--- src/rtl/tile_ram_arbiter_pkg.sv ---
// Shared constants, state encoding and helpers for the tile RAM arbiter.
package tile_ram_pkg;

    localparam int DEF_ADDR_W = 4;
    localparam int DEF_DATA_W = 8;

    localparam int REQ_GAME    = 0;
    localparam int REQ_SHUFFLE = 1;
    localparam int REQ_LOG     = 2;

    typedef enum logic {
        IDLE   = 1'b0,
        LOCKED = 1'b1
    } arb_state_t;

    function automatic int rr_next(input int id, input int n);
        return (id + 1 >= n) ? 0 : id + 1;
    endfunction

endpackage

--- src/rtl/tile_ram_arbiter_if.sv ---
// Requester-side and RAM-side bus of the tile RAM arbiter.
interface tile_ram_arbiter_if
    import tile_ram_pkg::*;
#(
    parameter int NREQ   = 3,
    parameter int ADDR_W = DEF_ADDR_W,
    parameter int DATA_W = DEF_DATA_W
) ();

    logic [NREQ-1:0]        req;
    logic [NREQ-1:0]        lock;
    logic [NREQ-1:0]        we;
    logic [NREQ*ADDR_W-1:0] addr;
    logic [NREQ*DATA_W-1:0] wdata;
    logic [NREQ-1:0]        gnt;
    logic [NREQ-1:0]        rvalid;
    logic [DATA_W-1:0]      rdata;
    logic                   owner_locked;
    logic [ADDR_W-1:0]      ram_addr;
    logic                   ram_we;
    logic [DATA_W-1:0]      ram_wdata;
    logic [DATA_W-1:0]      ram_rdata;

    modport master (
        output req, lock, we, addr, wdata, ram_rdata,
        input  gnt, rvalid, rdata, owner_locked, ram_addr, ram_we, ram_wdata
    );

    modport slave (
        input  req, lock, we, addr, wdata, ram_rdata,
        output gnt, rvalid, rdata, owner_locked, ram_addr, ram_we, ram_wdata
    );

endinterface

--- src/rtl/tile_ram_arbiter_rr_pick.sv ---
// Combinational round-robin picker: first eligible index at or after the pointer.
module rr_pick #(
    parameter int NREQ  = 3,
    parameter int PTR_W = $clog2(NREQ)
) (
    input  logic [NREQ-1:0]  i_elig,
    input  logic [PTR_W-1:0] i_ptr,
    output logic [NREQ-1:0]  o_win,
    output logic             o_found,
    output logic [PTR_W-1:0] o_win_id
);

    int w_j;

    always_comb begin
        o_win    = '0;
        o_found  = 1'b0;
        o_win_id = '0;
        w_j      = 0;
        for (int k = 0; k < NREQ; k++) begin
            w_j = int'(i_ptr) + k;
            if (w_j >= NREQ) w_j = w_j - NREQ;
            if (!o_found && i_elig[w_j]) begin
                o_found    = 1'b1;
                o_win[w_j] = 1'b1;
                o_win_id   = PTR_W'(w_j);
            end
        end
    end

endmodule

--- src/rtl/tile_ram_arbiter.sv ---
// Round-robin arbiter with RMW lock for the tile board RAM A port.
//   state  | meaning
//   IDLE   | no lock held, round-robin among all requesters
//   LOCKED | r_owner holds the port, only its req is eligible
module tile_ram_arbiter
    import tile_ram_pkg::*;
#(
    parameter int NREQ   = 3,
    parameter int ADDR_W = DEF_ADDR_W,
    parameter int DATA_W = DEF_DATA_W,
    parameter int RD_LAT = 1
) (
    input  logic              CLOCK_50,
    input  logic              reset,
    tile_ram_arbiter_if.slave io_bus
);

    localparam int PTR_W = $clog2(NREQ);

    arb_state_t        r_state, w_state_nxt;
    logic [PTR_W-1:0]  r_owner, w_owner_nxt;
    logic [PTR_W-1:0]  r_ptr, w_ptr_nxt;
    logic [NREQ-1:0]   r_gnt, r_rvalid;
    logic [PTR_W-1:0]  r_gnt_id;
    logic [ADDR_W-1:0] r_ram_addr;
    logic              r_ram_we;
    logic [DATA_W-1:0] r_ram_wdata, r_rdata;
    logic              r_pipe_v  [RD_LAT];
    logic [PTR_W-1:0]  r_pipe_id [RD_LAT];

    logic [NREQ-1:0]   w_elig, w_win_oh;
    logic              w_found;
    logic [PTR_W-1:0]  w_win_id;

    // A requester granted this cycle is masked so it cannot win back-to-back.
    always_comb begin
        w_elig = io_bus.req & ~r_gnt;
        if (r_state == LOCKED) w_elig = w_elig & (NREQ'(1) << r_owner);
    end

    rr_pick #(.NREQ(NREQ), .PTR_W(PTR_W)) u_pick (
        .i_elig   (w_elig),
        .i_ptr    (r_ptr),
        .o_win    (w_win_oh),
        .o_found  (w_found),
        .o_win_id (w_win_id)
    );

    always_comb begin
        w_state_nxt = r_state;
        w_owner_nxt = r_owner;
        w_ptr_nxt   = r_ptr;
        if (w_found) begin
            if (r_state == IDLE) w_ptr_nxt = PTR_W'(rr_next(int'(w_win_id), NREQ));
            if (io_bus.lock[w_win_id]) begin
                w_state_nxt = LOCKED;
                w_owner_nxt = w_win_id;
            end else begin
                w_state_nxt = IDLE;
            end
        end
    end

    always_ff @(posedge CLOCK_50) begin
        if (reset) begin
            r_state <= IDLE;
            r_owner <= '0;
            r_ptr   <= '0;
        end else begin
            r_state <= w_state_nxt;
            r_owner <= w_owner_nxt;
            r_ptr   <= w_ptr_nxt;
        end
    end

    always_ff @(posedge CLOCK_50) begin
        if (reset) begin
            r_gnt       <= '0;
            r_gnt_id    <= '0;
            r_ram_addr  <= '0;
            r_ram_we    <= 1'b0;
            r_ram_wdata <= '0;
            r_rvalid    <= '0;
            r_rdata     <= '0;
            for (int k = 0; k < RD_LAT; k++) begin
                r_pipe_v[k]  <= 1'b0;
                r_pipe_id[k] <= '0;
            end
        end else begin
            r_gnt    <= w_win_oh;
            r_gnt_id <= w_win_id;
            r_ram_we <= w_found & io_bus.we[w_win_id];
            if (w_found) begin
                r_ram_addr  <= io_bus.addr[int'(w_win_id)*ADDR_W +: ADDR_W];
                r_ram_wdata <= io_bus.wdata[int'(w_win_id)*DATA_W +: DATA_W];
            end
            // Pipeline tracks reads issued in the gnt cycle until ram_rdata is valid.
            r_pipe_v[0]  <= (|r_gnt) & ~r_ram_we;
            r_pipe_id[0] <= r_gnt_id;
            for (int k = 1; k < RD_LAT; k++) begin
                r_pipe_v[k]  <= r_pipe_v[k-1];
                r_pipe_id[k] <= r_pipe_id[k-1];
            end
            r_rvalid <= '0;
            if (r_pipe_v[RD_LAT-1]) begin
                r_rvalid <= NREQ'(1) << r_pipe_id[RD_LAT-1];
                r_rdata  <= io_bus.ram_rdata;
            end
        end
    end

    assign io_bus.gnt          = r_gnt;
    assign io_bus.rvalid       = r_rvalid;
    assign io_bus.rdata        = r_rdata;
    assign io_bus.owner_locked = (r_state == LOCKED);
    assign io_bus.ram_addr     = r_ram_addr;
    assign io_bus.ram_we       = r_ram_we;
    assign io_bus.ram_wdata    = r_ram_wdata;

endmodule

--- src/flat_wrapper.sv ---
// flat-port wrapper written by rule: the top's interface ports become plain ports
module tile_ram_arbiter_flat import tile_ram_pkg::*;
#(
    parameter int NREQ   = 3,
    parameter int ADDR_W = DEF_ADDR_W,
    parameter int DATA_W = DEF_DATA_W,
    parameter int RD_LAT = 1
)
  (CLOCK_50, reset, io_bus_req, io_bus_lock, io_bus_we, io_bus_addr, io_bus_wdata, io_bus_ram_rdata, io_bus_gnt, io_bus_rvalid, io_bus_rdata, io_bus_owner_locked, io_bus_ram_addr, io_bus_ram_we, io_bus_ram_wdata);
  tile_ram_arbiter_if #(.NREQ(NREQ), .ADDR_W(ADDR_W), .DATA_W(DATA_W)) io_bus_i ();
  input  logic CLOCK_50;
  input  logic reset;
  input wire logic [$bits(io_bus_i.req)-1:0] io_bus_req;
  input wire logic [$bits(io_bus_i.lock)-1:0] io_bus_lock;
  input wire logic [$bits(io_bus_i.we)-1:0] io_bus_we;
  input wire logic [$bits(io_bus_i.addr)-1:0] io_bus_addr;
  input wire logic [$bits(io_bus_i.wdata)-1:0] io_bus_wdata;
  input wire logic [$bits(io_bus_i.ram_rdata)-1:0] io_bus_ram_rdata;
  output wire logic [$bits(io_bus_i.gnt)-1:0] io_bus_gnt;
  output wire logic [$bits(io_bus_i.rvalid)-1:0] io_bus_rvalid;
  output wire logic [$bits(io_bus_i.rdata)-1:0] io_bus_rdata;
  output wire logic [$bits(io_bus_i.owner_locked)-1:0] io_bus_owner_locked;
  output wire logic [$bits(io_bus_i.ram_addr)-1:0] io_bus_ram_addr;
  output wire logic [$bits(io_bus_i.ram_we)-1:0] io_bus_ram_we;
  output wire logic [$bits(io_bus_i.ram_wdata)-1:0] io_bus_ram_wdata;
  assign io_bus_i.req = io_bus_req;
  assign io_bus_i.lock = io_bus_lock;
  assign io_bus_i.we = io_bus_we;
  assign io_bus_i.addr = io_bus_addr;
  assign io_bus_i.wdata = io_bus_wdata;
  assign io_bus_i.ram_rdata = io_bus_ram_rdata;
  assign io_bus_gnt = io_bus_i.gnt;
  assign io_bus_rvalid = io_bus_i.rvalid;
  assign io_bus_rdata = io_bus_i.rdata;
  assign io_bus_owner_locked = io_bus_i.owner_locked;
  assign io_bus_ram_addr = io_bus_i.ram_addr;
  assign io_bus_ram_we = io_bus_i.ram_we;
  assign io_bus_ram_wdata = io_bus_i.ram_wdata;
  tile_ram_arbiter #(.NREQ(NREQ), .ADDR_W(ADDR_W), .DATA_W(DATA_W), .RD_LAT(RD_LAT)) u_core (.CLOCK_50(CLOCK_50), .reset(reset), .io_bus(io_bus_i));
endmodule
--- config.mk ---
export PLATFORM = sky130hd
export DESIGN_NAME = tile_ram_arbiter_flat
export DESIGN_NICKNAME = d
export VERILOG_FILES = /design/src/rtl/tile_ram_arbiter_pkg.sv /design/src/rtl/tile_ram_arbiter_if.sv /design/src/rtl/tile_ram_arbiter_rr_pick.sv /design/src/rtl/tile_ram_arbiter.sv /design/src/flat_wrapper.sv
export SDC_FILE = /design/constraint.sdc
export NUM_CORES = 1
export LEC_CHECK = 0
export ABC_CLOCK_PERIOD_IN_PS = 2600
export CORE_MARGIN = 2
export CORE_UTILIZATION = 38
export CTS_CLUSTER_SIZE = 14
export DETAILED_ROUTE_END_ITERATION = 6
export PLACE_DENSITY = 0.79
export RECOVER_POWER = 100
export SYNTH_ARGS = -nofsm -noshare
export SYNTH_HDL_FRONTEND = slang
export SYNTH_SLANG_ARGS = --single-unit
--- constraint.sdc ---
create_clock -name CLOCK_50 -period 2.6 [get_ports CLOCK_50]
set_clock_uncertainty 0.2 [all_clocks]
set_input_delay 0.52 -clock CLOCK_50 [delete_from_list [all_inputs] [get_ports CLOCK_50]]
set_output_delay 0.52 -clock CLOCK_50 [all_outputs]
set_load 0.01 [all_outputs]
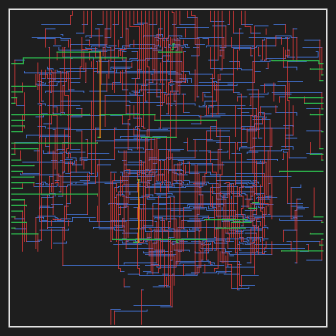
Run 1: metal layers overlaid
red -> metal 2  # wire length 2880 um
green -> metal 3  # wire length 324 um
blue -> metal 1  # wire length 2420 um
orange -> metal 4  # wire length 35.4 um
Avg WL per Cell: 13.7 um
final wirelength: 5.66 mm
GRT Total Usage: 19.8%

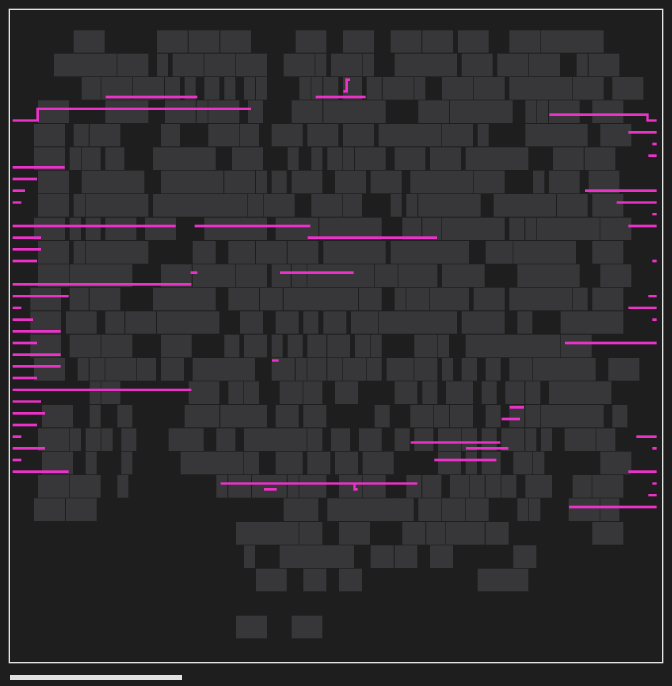
Run 1: the metal 3 layer
Scale bar: 20 um. Cells faint in the background.
longest straight run = 24.6 um
wire length on this layer = 324 um
nets with wire on the layer = 56
main direction = horizontal

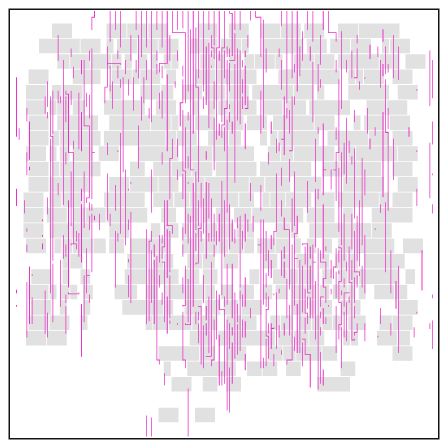
Run 1: metal 2
Cells faint in the background.
wire length on this layer = 2880 um
nets with wire on the layer = 334
longest straight run = 27.2 um
main direction = vertical

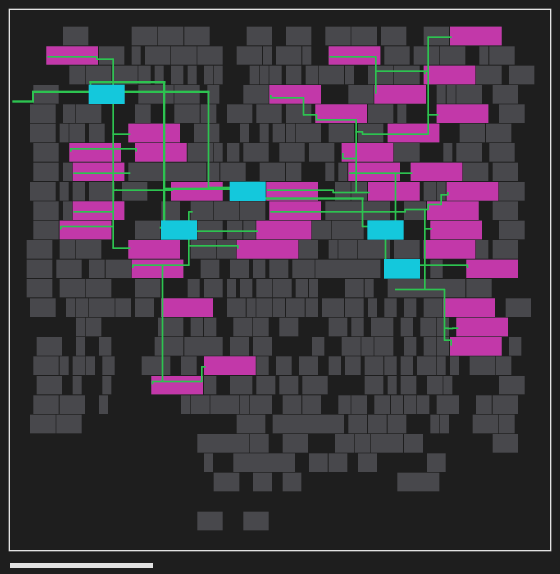
Run 1: clock wires, drivers and flops
Scale bar: 20 um.
magenta -> flip-flops  # count 37
green -> clock wires  # length 432 um
cyan -> clock drivers  # count 5
routed clock nets = 6

-- run 1: path summary, 6_finish.rpt --
| kind | end | slack (ns) | cells after the start |
|---|---|---|---|
| setup / recovery | u_core.r_owner[1]$_SDFFE_PP0P_ | 0.04 | 8 |
| hold / removal | u_core.r_pipe_id[0][1]$_SDFF_PP0_ | 0.24 | 1 |
| setup reg to reg | u_core.r_owner[1]$_SDFFE_PP0P_ | 0.04 | 8 |
| hold reg to reg | u_core.r_pipe_id[0][1]$_SDFF_PP0_ | 0.24 | 1 |
-- run 1: power groups by stage --
| stage | Combinational (mW) | Sequential (mW) | Clock (mW) |
|---|---|---|---|
| 3_5_place_dp | 2.04 | 0.886 | 0 |
| 4_1_cts | 2.05 | 0.875 | 0.606 |
| 6_report | 2.08 | 0.872 | 0.599 |
| 3_3_place_gp | 2.00 | 0.879 | 0 |
| 5_1_grt | 2.29 | 0.899 | 0.633 |
| 2_1_floorplan | 1.09 | 0.901 | 0 |
-- run 1: repair_timing --
| action | in CTS | in global routing |
|---|---|---|
| gates cloned | 0 | 1 |
| setup endpoints to repair | 12 | 14 |
| resized | 1 | 16 |
| pin swaps | 0 | 5 |
| buffers inserted | 0 | 1 |
-- run 1: per-layer routing --
| layer | global-route usage (%) | wire, um |
|---|---|---|
| met4 | 6.04 | 35 |
| met1 | 25.1 | 2420 |
| met5 | 0 | 0 |
| met3 | 5.29 | 323 |
| met2 | 32.9 | 2880 |
-- run 1: stage by stage --
stage / power (mW) / worst slack (ns) / hold WS [ns]
finish: 3.55 / 0.0352 / 0.239
global route: 3.82 / -0.0601 / 0.262
CTS: 3.54 / 0.00929 / 0.244
detailed placement: 2.93 / -0.252 / 0.231
global placement: 2.88 / -0.211 / 0.216
floorplan: 2.00 / 0.0471 / 0.214
==> reports/metrics.csv, run 1 <==
metric,value,unit
ys_sh_xor,0,%
vias_per_cell,5.16,
die_w,75.7,um
ir_worst_vdd,0.583,mV
critPathLaunch,u_core.r_ptr[0]$_SDFFE_PP0P_,
path_cells,"buf_4, ha_4, and2_4, a221o_1, nor4b_4, a311oi_1, a2111o_1, mux2_4",
worstPathArrival,2.54,ns
dominant-cell-class,combinational gates,
clock_sinks,37,
placed_cell_area,3080,um2
p_per_area,1080,nW/um2
edf_count,0,
antenna_found_initial,0,
syn_inst,232,
utilization,65.0,%
fin_area,3280,um2
h-tree-depth,2,
gp_congestion,0.908,
logic_family,simple AND/OR/NAND/NOR gates,
syn_avg_cell_area,8.43,um2
logic_area,1190,um2
status,finished clean,
cts_tree,yes,
synth-main-ff-cell,dfxtp_1,
slowest_stage,a2111o_1,
comb_area_share,36.2,%
ios,83,
n_sequential_cell,37,
Run 1, track usage over the die:
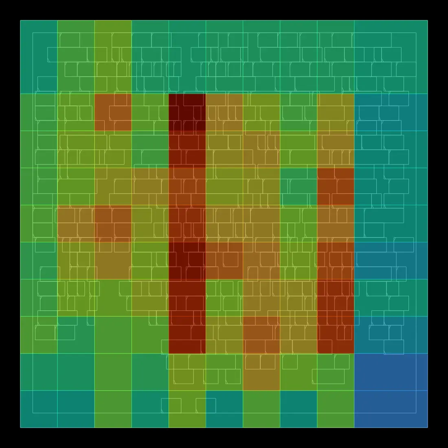

==> run 2, diff against run 1 <==
--- a/config.mk
+++ b/config.mk
@@ -6,12 +6,11 @@
 export NUM_CORES = 1
 export LEC_CHECK = 0
 export ABC_CLOCK_PERIOD_IN_PS = 2600
-export CORE_MARGIN = 2
 export CORE_UTILIZATION = 38
-export CTS_CLUSTER_SIZE = 14
 export DETAILED_ROUTE_END_ITERATION = 6
-export PLACE_DENSITY = 0.79
+export PLACE_DENSITY = 0.78
 export RECOVER_POWER = 100
 export SYNTH_ARGS = -nofsm -noshare
 export SYNTH_HDL_FRONTEND = slang
+export SYNTH_HIERARCHICAL = 1
 export SYNTH_SLANG_ARGS = --single-unit
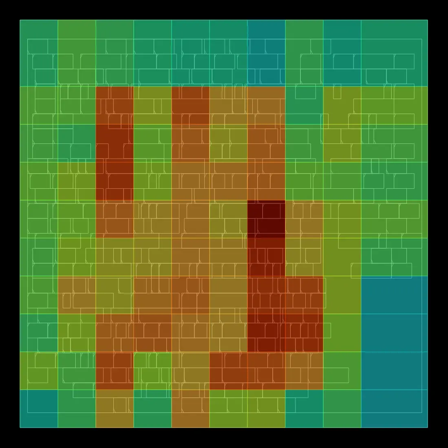
Run 2: track usage over the die
GRT met1 Usage: 23.2%
met3 Track Usage GR: 6.10%
GRT Total Usage: 20.7%
Avg WL per Cell: 15.0 um

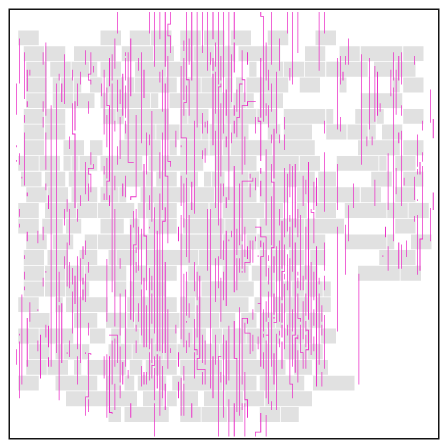
Run 2: metal 2
Cells faint in the background.
share of all routed wire = 52%
nets with wire on the layer = 342
main direction = vertical
wire length on this layer = 3140 um
DR vias: 2093
met2 Track Usage GR: 38.3%
final wirelength: 6.08 mm

==> run 2 against run 1 <==
Against the previous run:
- register-to-register slack worse by 0.05 ns
- first-iteration DRC count down 13%
- die size down 4.0%
- non-clock buffer count up 4
- fmax down 2.0%
- largest cell class unchanged
- the flow now finishes with violations (negative setup slack)
- critical endpoint is now u_core/io_bus.ram_wdata[2]$_SDFFE_PP0P_
==> reports/metrics.csv, run 2 <==
metric,value,unit
wl_met2,3.14,mm
status,"complete, but fails checks",
drive_gt1_share,25.1,%
grt_pass1_wl,8.71,mm
rows,25,
required,2.59,ns
routed.top_layer,met4,
route.met3.wl,435,um
worstPathArrival,2.61,ns
fmax,382,MHz
gr-max-usage-layer,met2,
clock_sinks,37,
h-tree-depth,2,
start_kind,flip-flop,
ir_worst_vdd,0.860,mV
yosysUniqueCellTypes,43,
vias_per_cell,5.17,
syn_avg_cell_area,8.84,um2
placed_cell_area,3010,um2
pre_cts_ws,-0.403,ns
edf_count,0,
clk_latency,0.29,ns
fp_nets,283,
die_w,74.2,um
setup_viol,1,
finalWorstSetupSlack,-0.0172,ns
violations,negative setup slack,
fin_area,3470,um2
ios,83,
hold_ws,0.230,ns
utilization,71.1,%
dp.cells,381,
synth-main-ff-cell,dfxtp_1,
p_per_area,1260,nW/um2
syn_inst,224,
power.total,4.36,mW
wl_met1,2.42,mm
antenna_found_initial,0,
worstMarginPinSlew,0.562,ns
first_global_vias,1891,
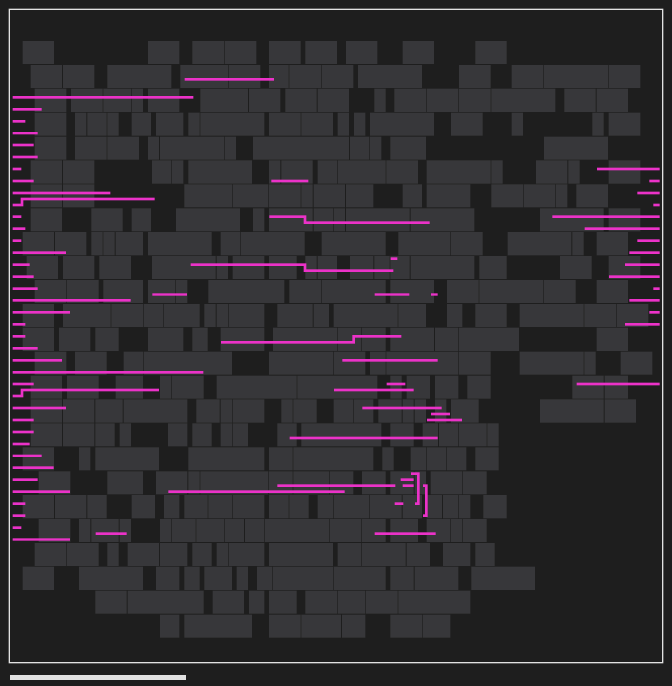
Run 2: the metal 3 layer
Scale bar: 20 um. Cells faint in the background.
nets with wire on the layer = 72
longest straight run = 21.4 um
wire length on this layer = 436 um

-- run 2: path summary, 6_finish.rpt --
check / cells after the start / from / to / slack, ns
setup / recovery: 11 / u_core/r_ptr[0]$_SDFFE_PP0P_ / u_core/io_bus.ram_wdata[2]$_SDFFE_PP0P_ / -0.02
hold / removal: 1 / u_core/r_gnt_id[1]$_SDFF_PP0_ / u_core/r_pipe_id[0][1]$_SDFF_PP0_ / 0.23
setup reg to reg: 11 / u_core/r_ptr[0]$_SDFFE_PP0P_ / u_core/io_bus.ram_wdata[2]$_SDFFE_PP0P_ / -0.02
hold reg to reg: 1 / u_core/r_gnt_id[1]$_SDFF_PP0_ / u_core/r_pipe_id[0][1]$_SDFF_PP0_ / 0.23
-- run 2: layout make-up --
type                    instances  area (um2)
flip-flops and latches         37         754
well taps                      67        83.8
fillers                       379        1410
clock buffers                   5        68.8
repair buffers                122        1200
inverters                       6        22.5
multi-input cells             165        1300
clock inverters                 3        43.8
-- run 2: power by group --
group          internal, mW  switching, mW
Sequential            0.767          0.149
Combinational          1.59           1.36
Clock                 0.287          0.211
-- run 2: what timing repair did --
item	4_1_cts	5_1_grt
pin swaps	13	17
endpoints found under the setup margin	16	18
setup buffers	9	8
endpoints found under the hold margin	0	0
gates cloned	2	0
resized	26	34
-- run 2: kinds of logic after synthesis --
family	synth area share, %
and+or+nand+nor	23.6
buffers and inverters	5.62
AOI/OAI and AO/OA	16.4
DFF	37.4
adders and majority gates	2.53
muxes	14.4
-- run 2: worst max-delay path, cell delays in order, from the launching register on --
cell	delay, ns
dfxtp_4	0.38
inv_2	0.07
ha_4	0.32
inv_1	0.10
a21oi_2	0.15
o211ai_1	0.11
buf_4	0.16
a21oi_4	0.26
buf_6	0.18
mux2i_1	0.09
or2_1	0.24
a311oi_2	0.26
Run 2, clock wires, drivers and flops:
Scale bar: 20 um.
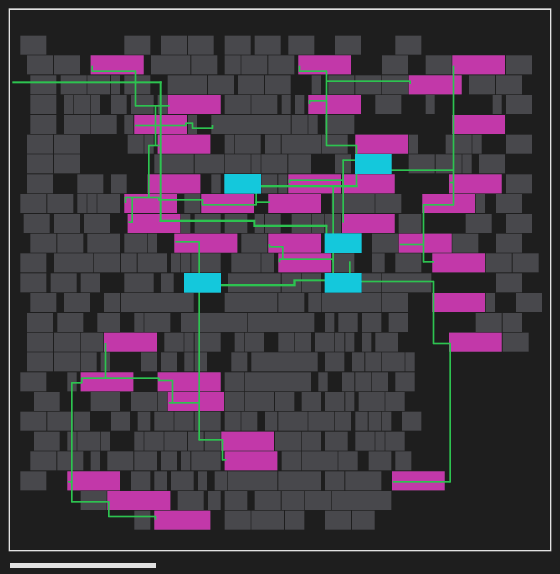

==> run 3, diff against run 2 <==
--- a/config.mk
+++ b/config.mk
@@ -6,6 +6,7 @@
 export NUM_CORES = 1
 export LEC_CHECK = 0
 export ABC_CLOCK_PERIOD_IN_PS = 2600
+export CORE_MARGIN = 8
 export CORE_UTILIZATION = 38
 export DETAILED_ROUTE_END_ITERATION = 6
 export PLACE_DENSITY = 0.78
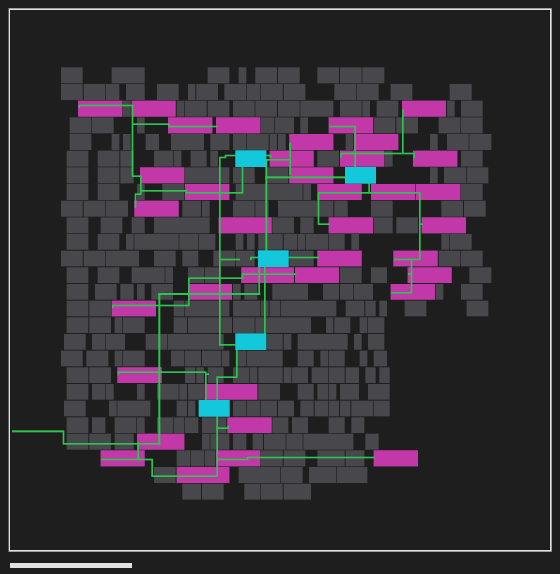
Run 3: clock wires, drivers and flops
Scale bar: 20 um.
green -> clock wires  # length 492 um
cyan -> clock drivers  # count 5
magenta -> flip-flops  # count 37
routed clock nets = 6
Clock power frac: 12.1%
Latency at later pin: 0.29 ns
Clock net power: 504 uW

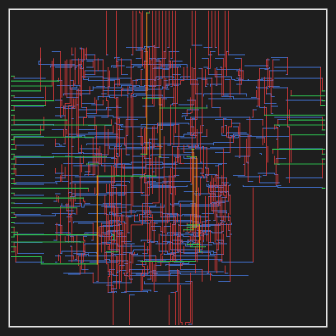
Run 3: metal layers overlaid
red -> metal 2  # wire length 3070 um
orange -> metal 4  # wire length 130 um
green -> metal 3  # wire length 485 um
blue -> metal 1  # wire length 2510 um

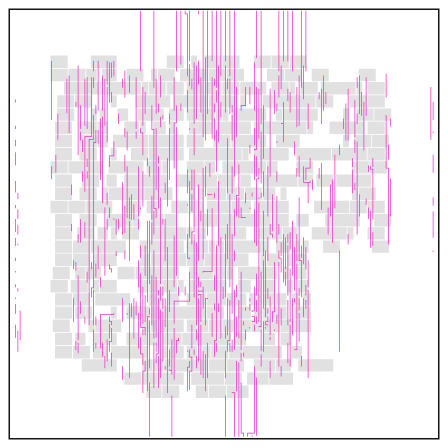
Run 3: metal 2
Cells faint in the background.
longest straight run = 38.2 um
nets with wire on the layer = 345
wire length on this layer = 3070 um
met2 Track Usage GR: 25.9%
final wirelength: 6.19 mm
DR vias: 2079

==> run 3 against run 2 <==
Against the previous run:
- the run now ends clean
- via count down 0.67%
- combinational power down 6.8%
- clock-buffer cell count unchanged
- area after synthesis unchanged
- largest cell class unchanged
- worst hold slack better by 0.017 ns
- highest routed layer unchanged
- routed wire length up 1.9%
- non-clock buffer count down 8
==> reports/metrics.csv, run 3 <==
metric,value,unit
status,finished clean,
ff2ff_setup_slack,0.01,ns
placed_cell_area,3030,um2
path_delay_family,AND-OR/OR-AND gates,
clock_sinks,37,
yosysUniqueCellTypes,43,
p_per_area,1230,nW/um2
fp_nets,283,
ir_worst_vdd,0.617,mV
slowest_stage,dfxtp_4,
start_kind,flip-flop,
worstMarginPinSlew,0.546,ns
setup_viol,0,
first_global_vias,2066,
grt_usage,14.9,%
finalWorstSetupSlack,0.0124,ns
syn_inst,224,
worst_path_largest_cell_delay,0.39,ns
hold_ws,0.247,ns
drive_gt1_share,21.5,%
rr_endpoint,u_core/io_bus.ram_wdata[7]$_SDFFE_PP0P_,
-- run 3: area by class of cell --
cell class	instances	area [um2]	share of cell area (%)
inverters	6	22.5	0.661
flip-flops and latches	37	757	22.2
multi-input cells	165	1270	37.2
clock buffers	5	68.8	2.02
clock inverters	3	46.3	1.36
well taps	70	87.6	2.57
repair buffers	114	1160	34.0
-- run 3: kinds of logic after synthesis --
group | Yosys count | share of synthesized area [%]
flops | 37 | 37.4
simple gates | 91 | 23.6
buf+inv | 22 | 5.62
mux | 26 | 14.4
fa+ha+maj | 4 | 2.53
compound gates | 44 | 16.4
-- run 3: per-layer routing --
| layer | routed length, um | GRT usage (%) | part of all wire (%) | vias up |
|---|---|---|---|---|
| met4 | 129 | 5.38 | 2.1 | 0 |
| met2 | 3070 | 25.9 | 50 | 75 |
| met1 | 2510 | 15.8 | 40 | 983 |
| li1 | - | - | - | 1008 |
| met3 | 485 | 6.19 | 7.8 | 13 |
| met5 | 0 | 0 | 0 | - |
-- run 3: report_power, final --
| group | leakage [nW] | switching, mW | total, mW | internal (mW) |
|---|---|---|---|---|
| logic | 1.00 | 1.26 | 2.75 | 1.49 |
| clock network | 0.0543 | 0.217 | 0.504 | 0.287 |
| registers | 0.307 | 0.147 | 0.917 | 0.770 |
-- run 3: what timing repair did --
action / CTS / global route
endpoints found under the setup margin: 13 / 16
gates cloned: 0 / 2
gates resized: 7 / 36
buffers inserted: 1 / 10
pin swaps: 2 / 17
hold endpoints to repair: 0 / 0
Power figures rest on the tool's default switching activity, not on a simulated workload.
